`config.mk`:
```
export PLATFORM = sky130hd
export DESIGN_NAME = serial_mult_ctrl
export DESIGN_NICKNAME = d
export VERILOG_FILES = /design/src/rtl/mult_pkg.sv /design/src/rtl/serial_mult_ctrl.sv
export SDC_FILE = /design/constraint.sdc
export NUM_CORES = 1
export LEC_CHECK = 0
export CORE_UTILIZATION = 57
export DETAILED_ROUTE_END_ITERATION = 6
export HOLD_SLACK_MARGIN = 0.1
export PLACE_DENSITY_LB_ADDON = 0.25
export SLEW_MARGIN = 10
export SYNTH_ARGS = -nofsm -noshare
export SYNTH_HDL_FRONTEND = slang
export SYNTH_SLANG_ARGS = --single-unit
export TNS_END_PERCENT = 20
```
`constraint.sdc`:
```
create_clock -name clock -period 3.4 [get_ports clock]
set_input_delay 0.85 -clock clock [delete_from_list [all_inputs] [get_ports clock]]
set_output_delay 0.85 -clock clock [all_outputs]
set_load 0.01 [all_outputs]
```
`src/rtl/mult_pkg.sv`:
```
// Shared definitions for the serial multiplier controller: state encoding
// and default operand width.
package mult_pkg;

  localparam int unsigned DEFAULT_WIDTH = 8;

  typedef enum logic [1:0] {
    IDLE = 2'd0,
    LOAD = 2'd1,
    RUN  = 2'd2,
    DONE = 2'd3
  } state_t;

endpackage

```
`src/rtl/serial_mult_ctrl.sv`:
```
// Shift-and-add serial multiplier controller: strobes the upstream shifter,
// accumulates one multiplier bit per RUN cycle and pulses done with the product.
module serial_mult_ctrl
  import mult_pkg::*;
#(
  parameter int unsigned WIDTH = DEFAULT_WIDTH
) (
  input  logic               clock,
  input  logic               rst,
  input  logic               start,
  input  logic [WIDTH-1:0]   mcand,
  input  logic               lsb_in,
  output logic               shf_load,
  output logic               busy,
  output logic               done,
  output logic [2*WIDTH-1:0] product
);

  localparam int unsigned CNT_W = (WIDTH > 1) ? $clog2(WIDTH) : 1;

  state_t             state, state_next;
  logic [CNT_W-1:0]   cnt;
  logic [WIDTH-1:0]   mcand_reg;
  logic [2*WIDTH-1:0] acc, acc_next, addend;
  logic               last_bit;

  // Zero-extend before shifting so the partial product never loses high bits.
  always_comb begin
    addend   = {{WIDTH{1'b0}}, mcand_reg} << cnt;
    last_bit = (cnt == CNT_W'(WIDTH - 1));
    acc_next = acc;
    if (state == RUN && lsb_in)
      acc_next = acc + addend;
  end

  always_ff @(posedge clock) begin
    if (rst)
      state <= IDLE;
    else
      state <= state_next;
  end

  always_comb begin
    state_next = state;
    shf_load   = 1'b0;
    busy       = 1'b0;
    done       = 1'b0;
    case (state)
      IDLE: begin
        if (start)
          state_next = LOAD;
      end
      LOAD: begin
        shf_load   = 1'b1;
        busy       = 1'b1;
        state_next = RUN;
      end
      RUN: begin
        busy = 1'b1;
        if (last_bit)
          state_next = DONE;
      end
      DONE: begin
        done       = 1'b1;
        state_next = IDLE;
      end
      default: state_next = IDLE;
    endcase
  end

  // Product is captured on the final RUN edge so it is valid throughout DONE
  // and then held while idle.
  always_ff @(posedge clock) begin
    if (rst) begin
      cnt       <= '0;
      acc       <= '0;
      mcand_reg <= '0;
      product   <= '0;
    end else begin
      case (state)
        IDLE: begin
          if (start) begin
            mcand_reg <= mcand;
            acc       <= '0;
            cnt       <= '0;
          end
        end
        RUN: begin
          acc <= acc_next;
          cnt <= cnt + CNT_W'(1);
          if (last_bit)
            product <= acc_next;
        end
        default: ;
      endcase
    end
  end

endmodule
```
run_1/clock_wires.png
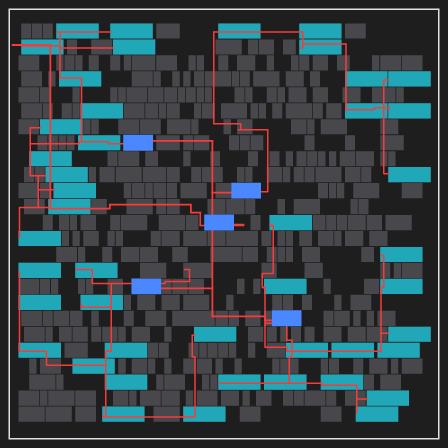
clock wires -> red  # length 578 um
flip-flops -> cyan  # count 45
clock-net drivers -> blue  # count 5
routed clock nets = 6
flops lie = spread over the die
power share of the clock group: 23.6%
total clock network power: 0.346 mW
insertion delay of the later-clocked pin in the worst-skew pair: 0.30 ns
Layout Skew: 0.00599 ns

run_1/sizing.png
The bar under the picture is 20 um long.
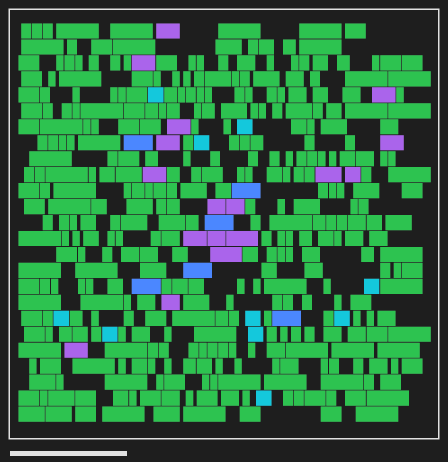
x3 and x4 -> cyan  # cells 10, share 2.6%
x1 and smaller -> green  # cells 356, share 92%
x6 and larger -> blue  # cells 6, share 1.5%
x2 -> purple  # cells 17, share 4.4%
synthesis-to-layout area growth: 15.5%
number of ordinary and repair buffers in the finished layout: 39
minimum setup slack in the final design: 0.355 ns

run_1/ff_map.png
The bar under the picture is 20 um long. Other sequential cells in the stronger gray, the rest of the logic in the fainter gray.
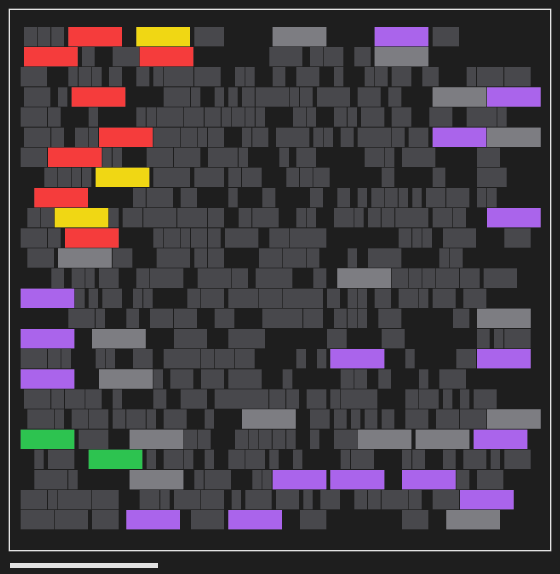
`state` -> green  # placed flops 2
`cnt` -> yellow  # placed flops 3
`mcand_reg` -> red  # placed flops 8, where north-west
`product` -> purple  # placed flops 16, where spread over the die
not colored = 16
Final Util: 69.3%
flip-flop and latch area: 901 um^2

==> run notes, run 1 <==
Status of the implementation.

- The tool flagged a number of max-cap violations equal to 0.
- The number of I/O pins is 31, for reference.
- The most frequently placed logic cell in the final layout is sky130_fd_sc_hd__nand2_1, for reference.
- The peak fanout along the critical path is 11, for reference.
- The report gives the cell count of the worst hold path as 2.
- The max-slew violation count is 0, for reference.
- The beginning of the worst register-to-register path is cnt[1]$_SDFFE_PP0P_, for reference.
- The amount of wire on met3 after detailed routing is 330 um, for reference.
- The highest metal layer with signal wires is met4, for reference.
- Yosys reports the multiplexer fraction of the synthesized area as 5.80%.
- The gate family responsible for the most delay along the worst path is AND-OR/OR-AND gates, for reference.
- The area fraction in compound gates after synthesis is 26.4%, for reference.
- The worst setup path is captured at a flip-flop.
- The global-route wire length before repair is 11.8 mm, for reference.
- The flop-to-flop setup slack is 0.35 ns, for reference.
- The routability-driven placement congestion ratio is 1.03, for reference.
- The cell area after synthesis is 2870 um^2, for reference.
- The critical path ends at acc[12]$_SDFFE_PP0P_.
- The die height is 72.9 um, for reference.
- TritonCTS built the clock tree.
- Headroom to the max-slew limit came out at 64.6%.
- The synthesized chip area reported by yosys is 2870 um^2, for reference.
- The total iterations of the first detailed-routing run is 4, for reference.
- Measured along the x axis, the die boundary spans 72.9 um.
- At the end of the flow, the number of nets in the layout was 423.
- Buffers inserted during clock tree synthesis total 5.
- Setup repair after global routing left no endpoint under its margin.
- The number of buffers between clock root and the deepest sink is 2, for reference.
- Adding up every negative setup slack in the final design gives 0 ns.
- Summed over all nets, wire length on met2 after detailed routing comes to 3.36 mm.
- The transition time recorded at the tightest slew-check pin is 0.529 ns.
- Across the VDD grid, the largest voltage drop is 0.526 mV.
- The data required time at the worst endpoint is 3.57 ns, for reference.
- Post-CTS timing repair inserted 0 buffers for setup.
- The floorplan step defined a die boundary enclosing 5320 um^2.
- After synthesis, the mean cell area works out to 7.86 um^2.
- STA shows the worst min-delay path finishing at product[3]$_SDFFE_PP0P_.
- The routing usage on met2 is 48.6%, for reference.
- After Yosys synthesis, XOR and XNOR cells account for 3.97% of the synthesized area.
- Across every metal layer, demand over resource in global routing totals 29.1%.
- The number of hold buffers added after CTS was 0.
- The post-route antenna net violation count is 0, for reference.
- The commonest cells after synthesis are 54 x sky130_fd_sc_hd__nand2_1, 45 x sky130_fd_sc_hd__dfxtp_1, 34 x sky130_fd_sc_hd__a21oi_1, 34 x sky130_fd_sc_hd__nor2_1, 23 x sky130_fd_sc_hd__o21ai_0.
- For this run, the detailed router reports a per-instance via density of 5.92.
- At floorplan, the net count of the design was reported as 399.
- The kind of path behind the tightest hold check is reg -> reg, for reference.
- The number of antenna violations at the first check in global routing is 0, for reference.
- Looking at the clock tree report, the root buffer type is sky130_fd_sc_hd__clkbuf_8.
- The routed wire length per instance is 15.8 um, for reference.
- Derived from the worst setup path, the maximum achievable clock frequency is 0.328 GHz.
- The minimum period implied by the final worst setup slack is 3.05 ns, for reference.
- For this block, the initial DRC count from the detailed router was 169.
- After global routing the overflow that remains totals 0.
- For this run, the final setup violation count is recorded as 0.
- The number of levels the H-tree was split into is 2, for reference.
- The detailed router placed 2701 vias in this run.
- The post-place setup slack is 0.446 ns, for reference.
- The run finished with clean final reports.
- The fill cell total of the finished layout is 398, for reference.
- Looking at the global route congestion table, the highest-usage layer is met2.
- The portion of synthesized cell area occupied by the leading cell type is 31.4%, for reference.
- Leaving out filler cells and counting taps, the final layout contains 456.
- For met3 alone, demand over resource in global routing was 4.83%.
- Once detailed placement completed, the half-perimeter wirelength came to 5.52 mm.
- The longest incremental delay of any stage on the critical path is reported as 0.42 ns.
- The primary flip-flop cell chosen by synthesis mapping is sky130_fd_sc_hd__dfxtp_1, for reference.
- For this configuration, the core starts out at a cell density of 59.9%.
- The most frequently used library cell after synthesis is sky130_fd_sc_hd__nand2_1.
- The end of the worst register-to-register path is acc[12]$_SDFFE_PP0P_, for reference.
- Per the detailed placement report, the placed cell area equals 3220 um^2.
- The design area is 3310 um^2, for reference.
- For this run, the register share of the synthesized area comes to 31.4%.
- Per the placement log, port buffering inserted 30 buffers.
- The arrival time of the worst setup path is 3.22 ns, for reference.
- STA lists the startpoint of the worst hold path as product[3]$_SDFFE_PP0P_.
- STA classifies the critical path startpoint as a flip-flop.
- After synthesis, the share of flip-flops with an asynchronous set or reset is 0%.
- The maximum number of pins on one net before global-route repair is 26, for reference.
- The number of flops mapped to enable cells by yosys is 0, for reference.
- The post-layout total power is 1.46 mW, for reference.
## run 1: worst min-delay path: stages, from the launching register on
cell and delay [ns]:
sky130_fd_sc_hd__dfxtp_1 0.32, sky130_fd_sc_hd__nand2_1 0.05, sky130_fd_sc_hd__a21oi_1 0.05
## run 1: final cells by class
type / instances / area share [%]
Clock inverter: 1 / 0.227
Tap cell: 67 / 2.53
Sequential cell: 45 / 27.2
Inverter: 11 / 1.25
Clock buffer: 6 / 2.49
Timing Repair Buffer: 39 / 11.1
Multi-Input combinational cell: 287 / 55.2
## run 1: power by group
| group | leakage [nW] | switching, mW | internal, mW |
|---|---|---|---|
| Clock | 0.0433 | 0.185 | 0.161 |
| Combinational | 0.822 | 0.319 | 0.202 |
| Sequential | 0.364 | 0.0356 | 0.559 |
| Total | 1.23 | 0.540 | 0.923 |
## Run 2: what changed since run 1
--- a/config.mk
+++ b/config.mk
@@ -5,7 +5,8 @@
 export SDC_FILE = /design/constraint.sdc
 export NUM_CORES = 1
 export LEC_CHECK = 0
-export CORE_UTILIZATION = 57
+export CORE_ASPECT_RATIO = 0.5
+export CORE_UTILIZATION = 51
 export DETAILED_ROUTE_END_ITERATION = 6
 export HOLD_SLACK_MARGIN = 0.1
 export PLACE_DENSITY_LB_ADDON = 0.25
==> constraint.sdc (replaced) <==
create_clock -name clock -period 2.6 [get_ports clock]
set_input_delay 0.65 -clock clock [delete_from_list [all_inputs] [get_ports clock]]
set_output_delay 0.65 -clock clock [all_outputs]
set_load 0.01 [all_outputs]
run_2/placed.png
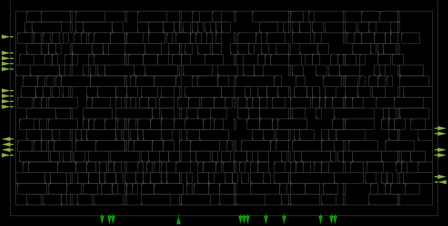
number of cells in the finished layout apart from fillers: 497
placeable core region: 5160 um^2
flip-flops: 45

run_2/ff_map.png
The bar under the picture is 20 um long. Other sequential cells in the stronger gray, the rest of the logic in the fainter gray.
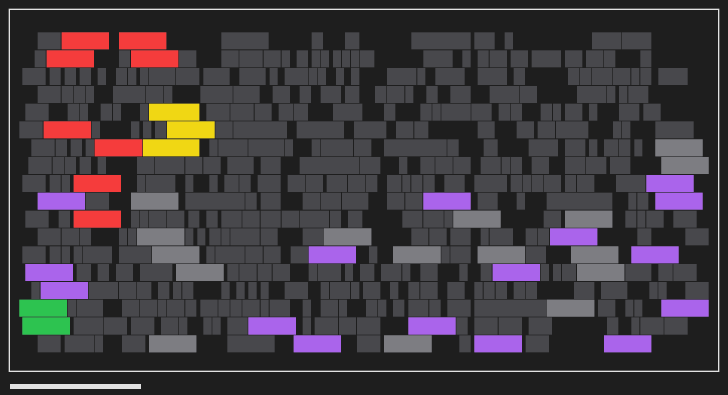
`product` -> purple  # placed flops 16
`mcand_reg` -> red  # placed flops 8
`cnt` -> yellow  # placed flops 3
`state` -> green  # placed flops 2

==> run 2 against run 1 <==
Effect of this change: global-route usage decreased by 0.63 points; fmax grew 17%; count of clock-buffer cells in the layout is 1 higher; critical path depth fell by 2; utilization up 4.6 points; synthesized cell count did not move; cell area up 15%; area after synthesis stayed put; sequential share of layout area fell by 3.4 points.
==> run notes, run 2 <==
Status of the implementation.

- The run finished with clean final reports.
- The portion of synthesized cell area occupied by the leading cell type is 31.4%, for reference.
- The arrival time of the worst setup path is 2.80 ns, for reference.
- The run reported a max-capacitance violation count of 0.
- The area fraction in compound gates after synthesis is 26.4%, for reference.
- For reference, the final report shows the max-slew violation count at 0.
- The most frequently placed logic cell in the final layout is sky130_fd_sc_hd__nand2_1, for reference.
- The number of inverters outside the clock class in the layout is 11, for reference.
- The number of levels the H-tree was split into is 2, for reference.
- The commonest cells after synthesis are 54 x sky130_fd_sc_hd__nand2_1, 45 x sky130_fd_sc_hd__dfxtp_1, 34 x sky130_fd_sc_hd__a21oi_1, 34 x sky130_fd_sc_hd__nor2_1, 23 x sky130_fd_sc_hd__o21ai_0.
- The global-route wire length before repair is 12.5 mm, for reference.
- The layout has 417 filler cells.
- According to the dpl log, the detail-placed design has an HPWL of 6.39 mm.
- The net count of the finished layout is 460.
- The clock root buffer is sky130_fd_sc_hd__clkbuf_8, for reference.
- The worst register-to-register path has a setup slack of 0.005 ns.
- Setup repair after global routing could not meet its margin everywhere.
- The reported net switching power is 0.776 mW, for reference.
- The share of total power dissipated in combinational logic is 39.0%.
- The required time at the worst endpoint is listed as 2.80 ns.
- A synthesized cell averages 7.86 um^2.
- The initial utilization of the core area, before any placement, comes to 55.6%.
- The worst register-to-register path ends at acc[12]$_SDFFE_PP0P_.
- Note that the worst hold path type here is reg -> reg.
- Looking at the max-slew report, the worst-margin pin has a slew of 0.403 ns.
- The kind of start point of the critical path is a flip-flop, for reference.
- Post-CTS timing repair inserted 0 buffers for setup.
- For the sequential group, total power comes out at 0.783 mW.
- Per STA, the highest per-stage delay on the worst path measures 0.44 ns.
- The internal power of the cells is 1.43 mW, for reference.
- TritonCTS built the clock tree.
- The number of flops mapped to enable cells by yosys is 0, for reference.
- The global route stage reports its total congestion overflow as 0.
- The highest attainable clock frequency is 0.385 GHz, for reference.
- The total negative setup slack is 0 ns, for reference.
- The post-synth net total is 399, for reference.
- STA lists the startpoint of the worst register-to-register path as cnt[0]$_SDFFE_PP0P_.
- By area, multi-input combinational cells come first.
- The analysis reports a worst IR drop on VDD of 0.674 mV.
- The number of antenna violations at the first check in global routing is 0, for reference.
- The global-route layer with the greatest usage is met2, for reference.
- The final clock skew is 0.00963 ns, for reference.
- For hold timing, the worst endpoint is product[2]$_SDFFE_PP0P_.
- Per the layout area report, the combinational fraction of cell area is 52.4%.
- The synthesized-area fraction occupied by xor and xnor cells is 3.97%, for reference.
- The via count of the routed design is 2868, for reference.
- The instance count along the most critical hold path is 2, for reference.
- In this run, post-CTS hold repair placed 0 buffers.
- The fraction of area in registers is 23.8%, for reference.
- Summing all multiplexer cells gives an area fraction of 5.80%.
- In this run the full chip footprint comes out at 5950 um^2.
- The synthesized chip area reported by yosys is 2870 um^2, for reference.
- The number of buffers added on ports is 30, for reference.
- The capturing element type of the critical path is a flip-flop, for reference.
- The area after detailed placement is 3530 um^2, for reference.
- Sorting the synthesis cell report by count puts at the top sky130_fd_sc_hd__nand2_1.
-- run 2: cell count changes in the layout (fill, tap and decap cells not counted), moves of 3 or more --
cell | previous run | this run
sky130_fd_sc_hd__a211oi_1 | 7 | 3
sky130_fd_sc_hd__a211oi_2 | 1 | 5
sky130_fd_sc_hd__a21oi_1 | 34 | 30
sky130_fd_sc_hd__a21oi_2 | 0 | 4
sky130_fd_sc_hd__buf_4 | 9 | 44
sky130_fd_sc_hd__ha_1 | 21 | 18
sky130_fd_sc_hd__ha_4 | 0 | 3
sky130_fd_sc_hd__mux2i_1 | 11 | 8
sky130_fd_sc_hd__o21ai_0 | 23 | 14
sky130_fd_sc_hd__o21ai_1 | 1 | 9
## Run 3: what changed since run 2
--- a/config.mk
+++ b/config.mk
@@ -5,8 +5,10 @@
 export SDC_FILE = /design/constraint.sdc
 export NUM_CORES = 1
 export LEC_CHECK = 0
+export CELL_PAD_IN_SITES_DETAIL_PLACEMENT = 0
+export CELL_PAD_IN_SITES_GLOBAL_PLACEMENT = 1
 export CORE_ASPECT_RATIO = 0.5
-export CORE_UTILIZATION = 51
+export CORE_UTILIZATION = 38
 export DETAILED_ROUTE_END_ITERATION = 6
 export HOLD_SLACK_MARGIN = 0.1
 export PLACE_DENSITY_LB_ADDON = 0.25
run_3/placed.png
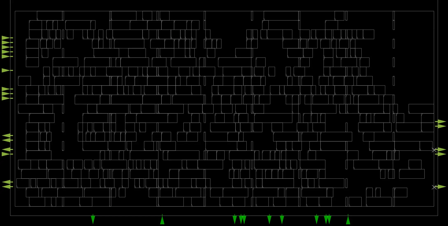
placeable core region: 6990 um^2
Final Util: 56.5%
flop share of the area: 23.0%
standard-cell rows: 21
number of cells in the finished layout apart from fillers: 523

run_3/clock_wires.png
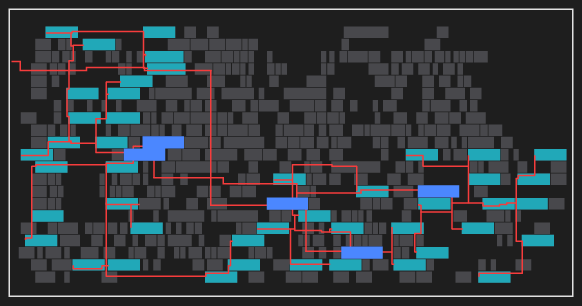
flip-flops -> cyan  # count 45
clock wires -> red  # length 660 um
clock-net drivers -> blue  # count 5
routed clock nets = 6
power share of the clock group: 31.2%
total clock network power: 0.746 mW

==> run 3 against run 2 <==
Effect of this change: the flow now finishes with violations (DRC); wire length up 3.1%; register-to-register slack is essentially flat; first-iteration DRC count shrank 14%; critical path depth grew 1; hold slack worse by 0.0023 ns; final cell count is 5.2% higher; sequential power is essentially flat; synthesized cell count unchanged; area after synthesis is the same; count of clock-buffer cells in the layout unchanged; clock power grew 33%; critical path type unchanged; critical endpoint unchanged.
==> run notes, run 3 <==
Status of the implementation.

- The flow ran to the end, but the final reports show violations.
- The checks that failed: DRC.
- Among all stages on the critical path, the maximum delay recorded is 0.38 ns.
- In this run, the number of DRC markers left after iteration 0 of detailed routing was 146.
- The total congestion overflow is 0, for reference.
- Synthesis produced a netlist with a net count of 399.
- Compared with the post-synthesis result, the final layout area differs by 37.6%.
- The detailed-route DRC error count is 4, for reference.
- The worst supply voltage drop on vdd is 0.638 mV, for reference.
- For hold timing, the worst endpoint is product[2]$_SDFFE_PP0P_.
- The slew at the pin closest to its max-slew limit is 0.452 ns, for reference.
- Entering global routing, the biggest net connects 27 pins.
- The die is 125 um wide.
- The highest metal layer with signal wires is met4, for reference.
- The met3 demand-to-capacity share in global routing is 6.03%, for reference.
- The die height is 63.4 um, for reference.
- The number of I/O pins is 31, for reference.
- Yosys reports that the most numerous cell types are 54 x sky130_fd_sc_hd__nand2_1, 45 x sky130_fd_sc_hd__dfxtp_1, 34 x sky130_fd_sc_hd__a21oi_1, 34 x sky130_fd_sc_hd__nor2_1, 23 x sky130_fd_sc_hd__o21ai_0.
- The all-layer global routing usage is 22.1%, for reference.
- In the synthesized netlist the async set-or-reset flop fraction comes to 0%.
- The routed length on met2 is 3.39 mm, for reference.
- Nets still carrying antenna violations after routing amount to 0.
- Summed over all nets, wire length on met3 after detailed routing comes to 561 um.
- OpenSTA lists the critical path endpoint as acc[12]$_SDFFE_PP0P_.
- The script computed the net switching share of total power as 33.5%.
- The minimum period implied by the final worst setup slack is 2.60 ns, for reference.
- The number of levels the H-tree was split into is 2, for reference.
- The overall die area is 7920 um^2, for reference.
- The number of CTS-inserted buffers is 5, for reference.
- The fraction of the yosys area taken by sequential cells is 31.4%, for reference.
- The detailed placer's ending HPWL is 6.52 mm, for reference.
- In this run, synthesis inferred 0 flip-flops with an integrated enable.
- The root buffer cell chosen for the clock tree is sky130_fd_sc_hd__clkbuf_16.
- In this run the biggest area consumer among cell types represents 31.4% of the synthesized area.
- The post-cts hold-fix buffer tally is 0, for reference.
- The most frequently placed logic cell in the final layout is sky130_fd_sc_hd__nand2_1, for reference.
- Per the placement log, port buffering inserted 30 buffers.
- For the worst setup path, the data required time is 2.76 ns.
- The cell area after synthesis is 2870 um^2, for reference.
- The number of nets at the end of the flow is 464, for reference.
- The power in combinational cells is 0.861 mW, for reference.
- The instance count along the most critical hold path is 2, for reference.
- The post-layout total power is 2.39 mW, for reference.
- The final layout report lists a filler cell count of 669.
- Headroom to the max-slew limit came out at 69.8%.
- Before antenna repair, the detailed router went through 7 iterations.
- The type recorded for the worst min-delay path is reg -> reg.
- Endpoints with negative setup slack in the final report add up to 0.
- The post-synthesis average cell area is 7.86 um^2, for reference.
- The number of buffers between clock root and the deepest sink is 2, for reference.
- The data arrival time reported for the critical path is 2.76 ns.
- STA classifies the critical path endpoint as a flip-flop.
- The number of antenna violations at the first check in global routing is 0, for reference.
- Yosys reports a chip area of 2870 um^2.
- The post-place setup slack is -0.347 ns, for reference.
- The start point of the worst hold path is product[2]$_SDFFE_PP0P_, for reference.
- The TritonCTS clock tree is built, for reference.
- The portion of netlist area occupied by mux cells is 5.80%, for reference.
- Ranked by power, first place goes to combinational logic.
- The beginning of the worst register-to-register path is cnt[1]$_SDFFE_PP0P_, for reference.
- The reported sequential group power is 0.782 mW, for reference.
- The via density per instance is 5.37, for reference.
- The core utilization before placement is 41.0%, for reference.
- The area fraction in compound gates after synthesis is 26.4%, for reference.
- After detailed routing, the average wire length per cell comes to 15.9 um.
- The global-route wire length before repair is 13.5 mm, for reference.
- The critical path maximum fanout is 6.
- The part of the total power dissipated in combinational logic is 36.0%, for reference.
- The final weighted congestion recorded by global placement is 0.867.
run 3: area by class of cell:
class	instances	share of cell area, %
multi-input combinational	287	51.5
sequential	45	23.0
timing repair buffer	80	17.1
clock buffer	7	3.61
tap	92	2.92
inverter	11	1.05
clock inverter	1	0.760
run 3: per-stage QoR:
stage / hold WS (ns) / area [um^2] / util (%) / setup TNS, ns
floorplan: 0.445 / 2940 / - / 0
global placement: 0.450 / 3580 / 51.3 / -1.98
detailed placement: 0.449 / 3580 / 51.3 / -2.58
CTS: 0.462 / 3810 / 54.5 / -0.108
global route: 0.489 / 3950 / 56.5 / -0.922
finish: 0.461 / 3950 / 56.5 / 0

==> notes/layouts.md <==
Pictures saved along the way, in no particular order.

Wire density map.
panel A
The die is cut into 15 by 15 equal tiles; dark blue is low, red is high, scaled to the fullest tile. Values are wire area over tile area, all layers added.
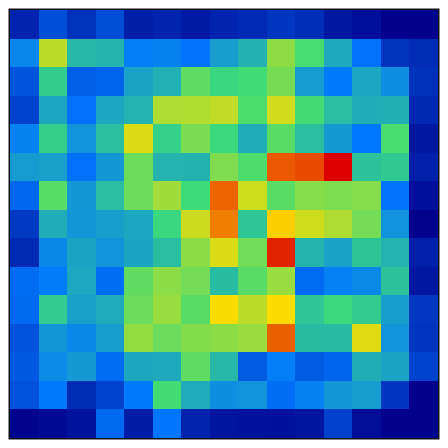
panel B
The die is cut into 25 by 13 equal tiles; dark blue is low, red is high, scaled to the fullest tile. Values are wire area over tile area, all layers added.
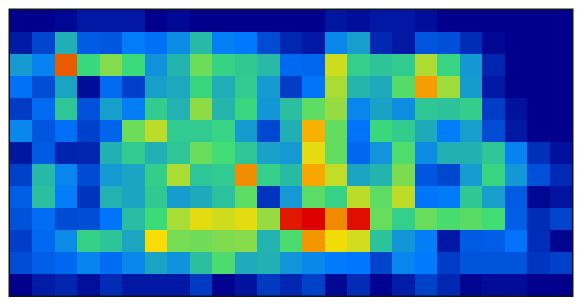
panel C
The die is cut into 22 by 11 equal tiles; dark blue is low, red is high, scaled to the fullest tile. Values are wire area over tile area, all layers added.
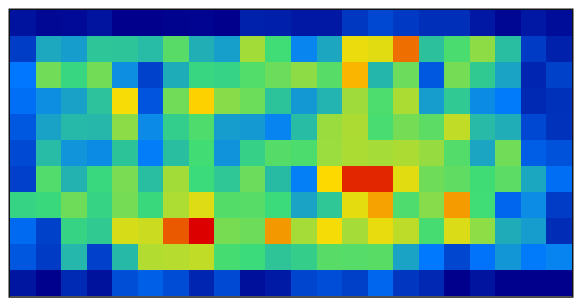
panel A: run 1
panel C: run 2
panel B: run 3

Key to panel B:
mean over tiles = 0.17
tiles over half the peak = 17%
nearly empty tiles = 12%
emptiest ninth of the die = north-east

No activity file was given, so power comes from the tool's default toggle rates.
